`src/rtl/yuv420_frame_parser.sv`:
```
// Planar YUV 4:2:0 byte-stream parser: tags each byte with plane/column/row plus sof/eol/eof.
// Latency: 1 clk from accepted byte to pix_* outputs.
// Backpressure: none; every data_valid byte is taken, idle cycles freeze all state.
// Optional feature macro: YUV_CHECKSUM_EN adds frame_sum (mod-2^16 byte sum of each frame).
module yuv420_frame_parser #(
  parameter int WIDTH  = 352,
  parameter int HEIGHT = 288,
  parameter int XW     = 9,
  parameter int YW     = 9
) (
  input  logic          clk,
  input  logic          rst,
  input  logic [7:0]    data,
  input  logic          data_valid,
  input  logic          flush,
  output logic [7:0]    pix_data,
  output logic          pix_valid,
  output logic [1:0]    plane,
  output logic [XW-1:0] pix_x,
  output logic [YW-1:0] pix_y,
  output logic          sof,
  output logic          eol,
  output logic          eof,
`ifdef YUV_CHECKSUM_EN
  output logic [15:0]   frame_sum,
`endif
  output logic [15:0]   frame_cnt
);

  localparam logic [1:0] S_Y = 2'd0;
  localparam logic [1:0] S_U = 2'd1;
  localparam logic [1:0] S_V = 2'd2;

  localparam logic [XW-1:0] X_LAST_Y = XW'(WIDTH - 1);
  localparam logic [XW-1:0] X_LAST_C = XW'(WIDTH / 2 - 1);
  localparam logic [YW-1:0] Y_LAST_Y = YW'(HEIGHT - 1);
  localparam logic [YW-1:0] Y_LAST_C = YW'(HEIGHT / 2 - 1);

  logic [1:0]    r_state;
  logic [XW-1:0] r_x;
  logic [YW-1:0] r_y;
  logic [15:0]   r_frame_cnt;
  logic [7:0]    r_pix_data;
  logic          r_pix_valid;
  logic [1:0]    r_plane;
  logic [XW-1:0] r_pix_x;
  logic [YW-1:0] r_pix_y;
  logic          r_sof;
  logic          r_eol;
  logic          r_eof;

  // A flush in the same cycle as a byte makes that byte Y(0,0) of a new frame,
  // so the tagging position is the flushed one, not the stored one.
  logic [1:0]    w_state;
  logic [XW-1:0] w_x;
  logic [YW-1:0] w_y;
  logic [XW-1:0] w_x_last;
  logic [YW-1:0] w_y_last;
  logic          w_eol;
  logic          w_last_row;
  logic          w_sof;
  logic          w_eof;
  logic [1:0]    w_next_plane;

  // Effective position and plane bounds for the byte presented this cycle
  always_comb begin
    w_state      = flush ? S_Y : r_state;
    w_x          = flush ? '0 : r_x;
    w_y          = flush ? '0 : r_y;
    w_x_last     = (w_state == S_Y) ? X_LAST_Y : X_LAST_C;
    w_y_last     = (w_state == S_Y) ? Y_LAST_Y : Y_LAST_C;
    w_eol        = (w_x == w_x_last);
    w_last_row   = (w_y == w_y_last);
    w_sof        = (w_state == S_Y) && (w_x == '0) && (w_y == '0);
    w_eof        = (w_state == S_V) && w_eol && w_last_row;
    w_next_plane = S_Y;
    case (w_state)
      S_Y:     w_next_plane = S_U;
      S_U:     w_next_plane = S_V;
      default: w_next_plane = S_Y;
    endcase
  end

  // Column/row counters and plane FSM; advance only on accepted bytes
  always_ff @(posedge clk or posedge rst) begin
    if (rst) begin
      r_state <= S_Y;
      r_x     <= '0;
      r_y     <= '0;
    end else if (data_valid) begin
      r_x     <= w_eol ? '0 : w_x + XW'(1);
      r_y     <= w_eol ? (w_last_row ? '0 : w_y + YW'(1)) : w_y;
      r_state <= (w_eol && w_last_row) ? w_next_plane : w_state;
    end else if (flush) begin
      r_state <= S_Y;
      r_x     <= '0;
      r_y     <= '0;
    end
  end

  // Output register: tags hold across gaps, markers are single-cycle pulses
  always_ff @(posedge clk or posedge rst) begin
    if (rst) begin
      r_pix_data  <= '0;
      r_pix_valid <= 1'b0;
      r_plane     <= '0;
      r_pix_x     <= '0;
      r_pix_y     <= '0;
      r_sof       <= 1'b0;
      r_eol       <= 1'b0;
      r_eof       <= 1'b0;
      r_frame_cnt <= '0;
    end else begin
      r_pix_valid <= data_valid;
      r_sof       <= data_valid && w_sof;
      r_eol       <= data_valid && w_eol;
      r_eof       <= data_valid && w_eof;
      if (data_valid) begin
        r_pix_data <= data;
        r_plane    <= w_state;
        r_pix_x    <= w_x;
        r_pix_y    <= w_y;
        if (w_eof) r_frame_cnt <= r_frame_cnt + 16'd1;
      end
    end
  end

  assign pix_data  = r_pix_data;
  assign pix_valid = r_pix_valid;
  assign plane     = r_plane;
  assign pix_x     = r_pix_x;
  assign pix_y     = r_pix_y;
  assign sof       = r_sof;
  assign eol       = r_eol;
  assign eof       = r_eof;
  assign frame_cnt = r_frame_cnt;

`ifdef YUV_CHECKSUM_EN
  logic [15:0] r_acc;
  logic [15:0] r_frame_sum;
  logic [15:0] w_acc_base;
  logic [15:0] w_acc_next;

  // Sum restarts with the first byte of every frame (sof or flushed byte)
  always_comb begin
    w_acc_base = (flush || w_sof) ? 16'd0 : r_acc;
    w_acc_next = w_acc_base + {8'd0, data};
  end

  // Running accumulator; the final total is captured alongside eof
  always_ff @(posedge clk or posedge rst) begin
    if (rst) begin
      r_acc       <= '0;
      r_frame_sum <= '0;
    end else if (data_valid) begin
      r_acc <= w_acc_next;
      if (w_eof) r_frame_sum <= w_acc_next;
    end else if (flush) begin
      r_acc <= '0;
    end
  end

  assign frame_sum = r_frame_sum;
`endif

endmodule

```
`config.mk`:
```
export PLATFORM = sky130hd
export DESIGN_NAME = yuv420_frame_parser
export DESIGN_NICKNAME = d
export VERILOG_FILES = /design/src/rtl/yuv420_frame_parser.sv
export SDC_FILE = /design/constraint.sdc
export NUM_CORES = 1
export LEC_CHECK = 0
export CAP_MARGIN = 20
export CORE_MARGIN = 3
export CORE_UTILIZATION = 68
export CTS_CLUSTER_DIAMETER = 120
export CTS_CLUSTER_SIZE = 24
export DETAILED_ROUTE_END_ITERATION = 6
export DONT_BUFFER_PORTS = 1
export PLACE_DENSITY_LB_ADDON = 0.15
export SETUP_SLACK_MARGIN = 0.15
export SLEW_MARGIN = 20
export SYNTH_ARGS = -nofsm -noshare
export SYNTH_HDL_FRONTEND = slang
export SYNTH_SLANG_ARGS = --single-unit
```
`constraint.sdc`:
```
create_clock -name clk -period 3.85 [get_ports clk]
set_input_delay 0.385 -clock clk [delete_from_list [all_inputs] [get_ports clk]]
set_output_delay 0.385 -clock clk [all_outputs]
set_load 0.01 [all_outputs]
```
==> impl_metrics.toml, run 1 <==
# flow metrics
[run_status]
outcome = "complete, no violations"

[final_layout]
final_util_pct = 78.4
fillers = 270
regArea_um2 = 1700

[synthesis]
top_area_cell = "dfrtp_1"
yosys-stat-cells = 277
async_reset_ff_share_pct = 100
synthesis.area_um2 = 3280
yosys_warnings = 0
fp_nets = 294

[routing]
dr.pass1.iters = 4
via_per_inst = 6.13
m1WireLength_mm = 2.63
wl_met3_um = 280
drc = 0
avgRoutedWirePerCell_um = 18.0

[timing]
hold_violations = 0
fin_setup_tns_ns = 0
rsz0062_at_grt = "false"
period_used_pct = 58.8
fin_worst_skew_ns = 0.00629
finalWorstSetupSlack_ns = 1.59

[power]
internal_power_w = 0.00117
power.leakage_nw = 1.67
p_total_w = 0.00148
seqPwrFrac_pct = 50.1
power_frac_clock_pct = 47.2

[critical_path]
rr_worst_depth = 9
start_kind = "register"
slowest_delay_ns = 0.47
crit_slowest_cell = "or2_1"
arrival_ns = 2.51

[clock_network]
clock-root-buffer = "clkbuf_8"
clk_latency_ns = 0.35
cts_hold_buf = 0

[place]
io_buffers = 0

[grt]
grt_pass1_vias = 2083
grt_usage_pct = 23.9
overflow = 0
antenna_found_initial = 0

[floorplan]
core_um2 = 4500

[run]
cap_violations = 0
warnings = 28
[run 1: cells by family after synthesis]
| kind of cell | share of synthesized area, % |
|---|---|
| multiplexers | 10.7 |
| XOR/XNOR | 6.14 |
| AND-OR/OR-AND | 4.23 |
| flip-flops | 51.8 |
| buffers and inverters | 3.51 |
| AND/OR/NAND/NOR | 21.7 |
| adder cells (fa/ha/maj) | 1.91 |
[run 1: area by class of cell]
class | count | area share [%]
clock buffer | 9 | 3.51
clock inverter | 7 | 3.26
inverter | 13 | 1.45
tap | 52 | 1.84
sequential | 68 | 48.2
multi-input combinational | 186 | 41.5
timing repair buffer | 1 | 0.213
[run 1: metrics by stage]
step / area [um2] / cells
2_1_floorplan: 3280 / 277
3_3_place_gp: 3290 / 320
3_5_place_dp: 3290 / 320
4_1_cts: 3530 / 336
5_1_grt: 3530 / 336
6_report: 3530 / 336
[run 1: layout by cell type (no fill, tap or decap), drive strengths merged, types with 2 or more instances in the layout]
cell type,netlist,final
dfrtp,68,68
nor2,9,9
and3,5,5
xor2,8,8
nand3,15,15
bufinv,0,3
ha,5,5
nor4,8,8
nor2b,9,9
clkinv,0,2
and4,2,2
xnor2,15,15
clkinvlp,0,2
nand4,7,7
o31ai,2,2
mux2,23,23
nor3,8,8
or2,3,3
mux2i,8,8
nand3b,2,2
and4b,2,2
nand2,16,16
a21oi,2,2
nand2b,8,8
o21ai,9,9
and2b,2,2
clkbuf,6,9
inv,13,13
and2,4,4
[run 1: layer usage]
layer,vias to the layer above,GRT usage (%)
li1,977,-
met1,1027,32.3
met2,48,36.3
met3,9,8.05
met4,0,8.54
met5,-,0
[run 1: flip-flops by register name, summed over array words and instances, names as in the netlist, 2 cells and up]
signal	flops
frame_cnt	16
pix_x	9
pix_y	9
r_x	9
r_y	9
pix_data	8
plane	2
r_state	2
==> run_1/met1.png <==
The bar under the picture is 20 um long. Supply wires on this layer in gray.
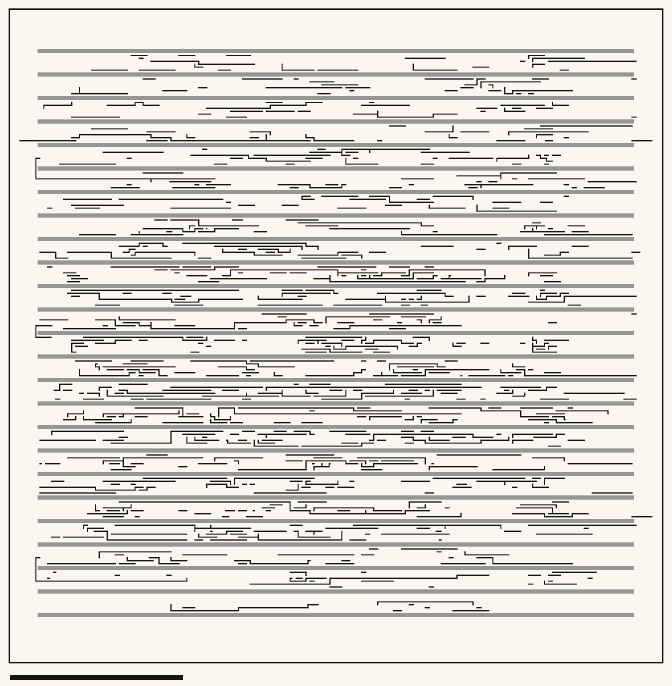
share of all routed wire	43%
longest straight run	26.2 um
nets with wire on the layer	274
main direction	horizontal

==> run_1/met2.png <==
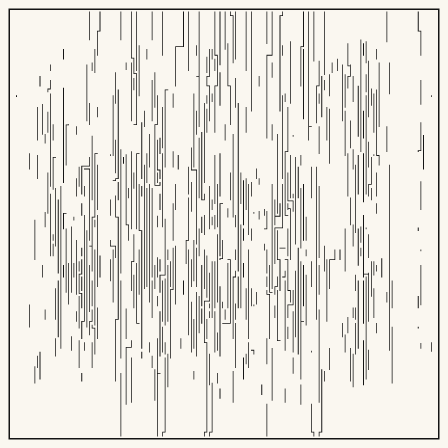
longest straight run	32.6 um
nets with wire on the layer	260
share of all routed wire	51%
wire length on this layer	3070 um
Vias: 2061
final wirelength: 6.06 mm
met2 usage: 36.3%

==> run_1/met3.png <==
The bar under the picture is 20 um long.
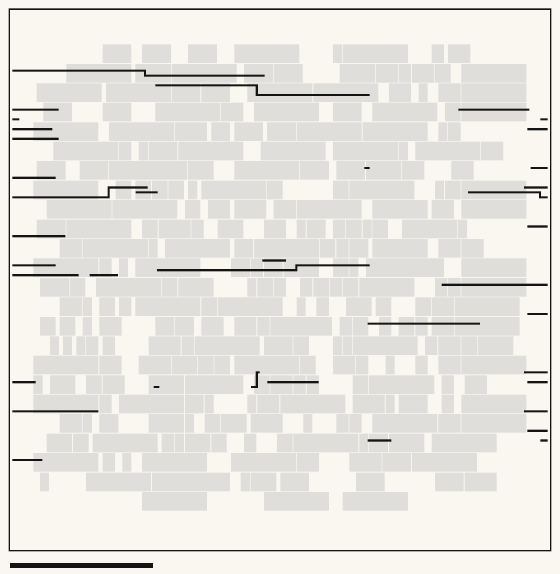
main direction	horizontal
longest straight run	19.3 um
share of all routed wire	4.6%

==> run_1/final_clocks.png <==
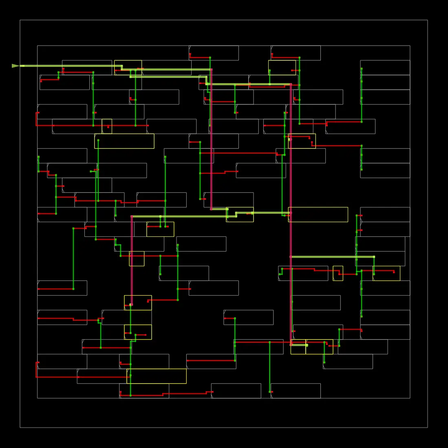
clock buf count: 9
Inserted Clock Buffers: 9
clock sink count: 68

--- run 2 (diff from run 1) ---
--- a/config.mk
+++ b/config.mk
@@ -7,7 +7,7 @@
 export LEC_CHECK = 0
 export CAP_MARGIN = 20
 export CORE_MARGIN = 3
-export CORE_UTILIZATION = 68
+export CORE_UTILIZATION = 63
 export CTS_CLUSTER_DIAMETER = 120
 export CTS_CLUSTER_SIZE = 24
 export DETAILED_ROUTE_END_ITERATION = 6
==> constraint.sdc (replaced) <==
create_clock -name clk -period 2.35 [get_ports clk]
set_input_delay 0.235 -clock clk [delete_from_list [all_inputs] [get_ports clk]]
set_output_delay 0.235 -clock clk [all_outputs]
set_load 0.01 [all_outputs]
==> run_2/met1.png <==
The bar under the picture is 20 um long. Supply wires on this layer in gray.
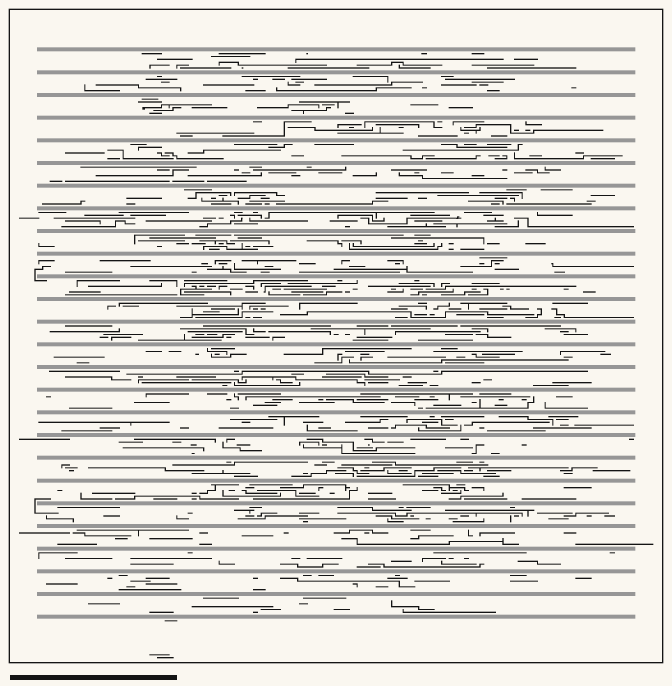
main direction	horizontal
longest straight run	24.8 um
share of all routed wire	46%
global routing usage on met1: 32.6%
final wirelength: 6.43 mm
Vias: 2112

==> run 2 against run 1 <==
Cell area grew 3.5%. Die area increased by 7.3%. Global-route usage decreased by 0.87 points. Flip-flop count did not move. Synthesized cell count is the same. Fmax up 12%. Hold slack got worse by 0.030 ns.
==> impl_metrics.toml, run 2 <==
# flow metrics
[critical_path]
start_kind = "register"
rr_worst_depth = 9

[synthesis]
top_area_cell = "dfrtp_1"
yosys_warnings = 0

[timing]
rsz0062_at_grt = "false"
fin_worst_skew_ns = 0.00689
period_used_pct = 85.8
fin_setup_tns_ns = 0

[final_layout]
final_util_pct = 74.8
stdcell_area_um2 = 3650

[routing]
dr.pass1.iters = 4

[clock_network]
clock_sinks = 68
cts_hold_buf = 3
cts_buffers = 9

[run]
warnings = 29

[place]
placed_area_um2 = 3340

[run_status]
outcome = "complete, no violations"

[power]
power_frac_clock_pct = 47.5
internal_power_w = 0.00194

[grt]
use_met2_pct = 34.5
==> run_2/met4.png <==
Supply wires on this layer in gray.
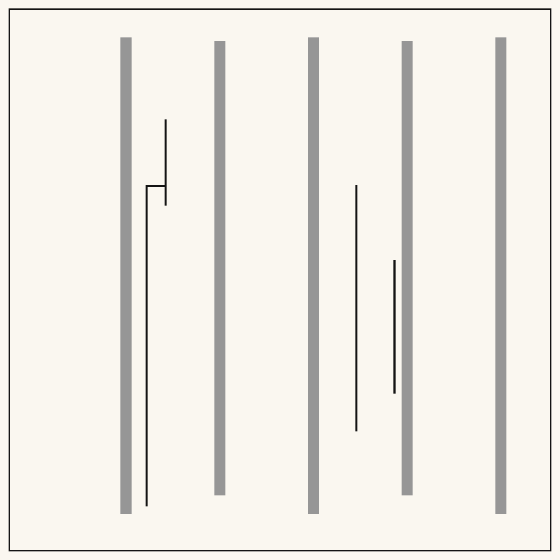
nets with wire on the layer	2
share of all routed wire	1.8%
longest straight run	46.2 um

run 2: area by class of cell:
type                            instances  area (um2)
Sequential cell                        68        1700
Multi-Input combinational cell        186        1480
Fill cell                             332        1230
Clock buffer                            9         124
Clock inverter                          7         124
Timing Repair Buffer                    9        87.6
Tap cell                               67        83.8
Inverter                               13        53.8
run 2: power by group through the flow:
stage	clock, W	combinational, W	sequential (W)
after floorplan	0	0.0000704	0.00124
after global placement	0	0.0000690	0.00124
after detailed placement	0	0.0000709	0.00124
after CTS	0.00119	0.0000791	0.00122
after global routing	0.00124	0.0000867	0.00122
final	0.00117	0.0000765	0.00122
run 2: how the worst max path moves through the flow:
stage	startpoint	to	slack (ns)
after global placement	r_y[0]$_DFF_PP0_	frame_cnt[15]$_DFFE_PP0P_	0.20
final	r_x[0]$_DFF_PP0_	frame_cnt[9]$_DFFE_PP0P_	0.33
after detailed placement	r_y[0]$_DFF_PP0_	frame_cnt[9]$_DFFE_PP0P_	0.14
after global routing	r_x[0]$_DFF_PP0_	frame_cnt[9]$_DFFE_PP0P_	0.16
after floorplan	flush	frame_cnt[9]$_DFFE_PP0P_	0.14
after CTS	r_y[0]$_DFF_PP0_	frame_cnt[9]$_DFFE_PP0P_	0.17
run 2: logic make-up (layout without fill, tap and decap cells):
| logic type | count (synthesis) | count (layout) | share of synthesized area, % |
|---|---|---|---|
| AND-OR/OR-AND | 21 | 21 | 4.23 |
| XOR/XNOR | 23 | 23 | 6.14 |
| adder cells (fa/ha/maj) | 5 | 5 | 1.91 |
| buffers and inverters | 23 | 38 | 3.51 |
| flip-flops | 68 | 68 | 51.8 |
| multiplexers | 31 | 31 | 10.7 |
| AND/OR/NAND/NOR | 106 | 106 | 21.7 |
==> run_2/final_clocks.png <==
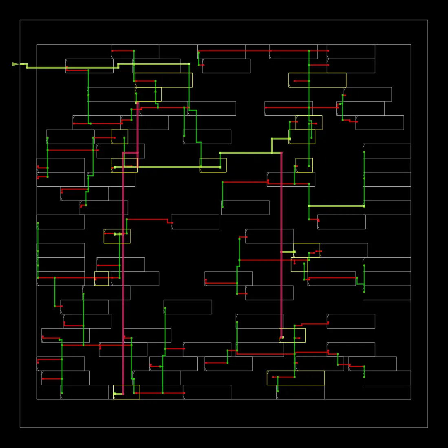

--- run 3 (diff from run 2) ---
--- a/config.mk
+++ b/config.mk
@@ -5,6 +5,7 @@
 export SDC_FILE = /design/constraint.sdc
 export NUM_CORES = 1
 export LEC_CHECK = 0
+export ABC_AREA = 1
 export CAP_MARGIN = 20
 export CORE_MARGIN = 3
 export CORE_UTILIZATION = 63
@@ -12,9 +13,10 @@
 export CTS_CLUSTER_SIZE = 24
 export DETAILED_ROUTE_END_ITERATION = 6
 export DONT_BUFFER_PORTS = 1
+export HOLD_SLACK_MARGIN = 0.1
 export PLACE_DENSITY_LB_ADDON = 0.15
 export SETUP_SLACK_MARGIN = 0.15
-export SLEW_MARGIN = 20
+export SLEW_MARGIN = 15
 export SYNTH_ARGS = -nofsm -noshare
 export SYNTH_HDL_FRONTEND = slang
 export SYNTH_SLANG_ARGS = --single-unit
==> run_3/final_clocks.png <==
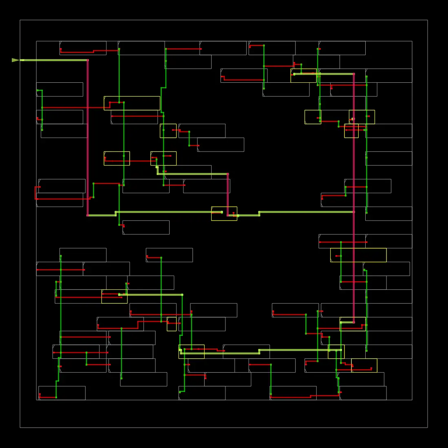
layout sequential cell count: 68
Clock Skew: 0.00785 ns
clk_lat worst skew: 0.35 ns

==> run 3 against run 2 <==
Critical path depth rose by 2. Die area rose by 5.6%. Total power fell by 2.1%. Clock power fell by 8%. Global-route usage rose by 4.0 points. Synthesized cell count rose by 61%. Clock-buffer cell count did not move. Largest cell class unchanged.
==> impl_metrics.toml, run 3 <==
# flow metrics
[final_layout]
fillers = 400
regArea_um2 = 1700
logic_area_um2 = 1460
final_util_pct = 74.2
stdcell_area_um2 = 3890
final_common_cell = "nand2_1"

[hold_path]
whs_path_depth = 4

[clock_network]
clock_sinks = 68
clk_pin_slew_ns = 0.08
cts_buffers = 9

[run]
cap_violations = 0
warnings = 28

[critical_path]
worstPathCellList = "inv_1, nor2_1, ha_1, nand4_2, nor2_2, nand3_4, nor2_4, nand2_1, nand2_1, nand2_1, nor2_1"
cp-startpoint = "r_x[0]$_DFF_PP0_"
arrival_ns = 2.24
crit_buf_inv = 1
critPathMaxFanout = 14
rr_worst_depth = 11
start_kind = "register"
worstSetupEndpointType = "register"
path_common_cell = "nand2_1"

[timing]
fin_setup_tns_ns = 0
rsz0062_at_grt = "false"
finalWorstSetupSlack_ns = 0.389
period_used_pct = 83.5

[run_status]
outcome = "complete, no violations"

[place]
pre_cts_slack_ns = 0.240
placed_area_um2 = 3530
io_buffers = 0

[routing]
dr_total_vias = 2905
dr.pass1.iters = 4
routed_wl_mm = 7.66
via_per_inst = 5.42

[synthesis]
adder_share_pct = 1.80
mux_area_share_pct = 0
top_logic_kind = "simple AND/OR/NAND/NOR gates"
synth.cellmix.xorXnorShare_pct = 1.26
top_area_cell = "dfrtp_1"
synthAoiAreaFrac_pct = 5.14
simple_gate_share_pct = 33.9
async_reset_ff_share_pct = 100
synth_seq_share_pct = 48.9
top_cell_area_share_pct = 48.9
ff_type = "dfrtp_1"

[floorplan]
fp.dieH_um = 80.3
==> run_3/gate_families.png <==
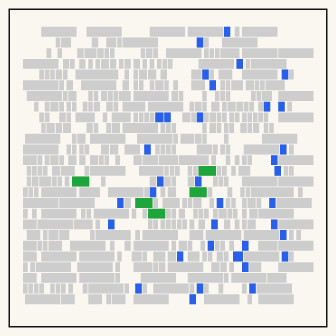
family	color	cells	most used
inverting AOI/OAI gates	blue	35	o21ai_0
adder and majority cells	green	5	ha_1

[run 3: cell count changes after synthesis, sizes merged, moves of 7 or more]
| cell | previous run | this run |
|---|---|---|
| nand2 | 16 | 140 |
| inv | 13 | 66 |
| nor2 | 9 | 41 |
| mux2 | 23 | 0 |
| nand3 | 15 | 34 |
| o21ai | 9 | 27 |
| nand4 | 7 | 24 |
| xnor2 | 15 | 4 |
| nor2b | 9 | 0 |
| mux2i | 8 | 0 |
| nand2b | 8 | 0 |
| nor4 | 8 | 1 |
| xor2 | 8 | 1 |
[run 3: layout make-up]
class / instances / area share [%]
Multi-Input combinational cell: 299 / 37.6
Inverter: 66 / 6.37
Clock buffer: 9 / 3.19
Timing Repair Buffer: 17 / 4.25
Tap cell: 70 / 2.25
Clock inverter: 7 / 2.54
Sequential cell: 68 / 43.8
[run 3: per-layer routing]
layer	wire length (um)	global-route usage (%)	vias to the layer above
met1	3360	35.6	1355
li1	-	-	1444
met4	97	9.97	0
met5	0	0	-
met2	3630	42.0	96
met3	571	8.52	10
[run 3: worst max-delay path by stage]
stage	end	cells past startpoint	slack, ns
floorplan	eof$_DFF_PP0_	1	0.40
global placement	frame_cnt[0]$_DFFE_PP0P_	12	0.33
detailed placement	r_y[7]$_DFF_PP0_	12	0.24
CTS	r_x[7]$_DFF_PP0_	7	0.21
global route	r_y[8]$_DFF_PP0_	11	0.15
finish	r_y[8]$_DFF_PP0_	11	0.39
[run 3: power by group]
group | switching [W] | total (W) | internal [W]
sequential | 0.0000244 | 0.00122 | 0.00119
clock | 0.000477 | 0.00108 | 0.000604
combinational | 0.0000788 | 0.000115 | 0.0000362
Power is estimated from default activity; no workload was simulated.
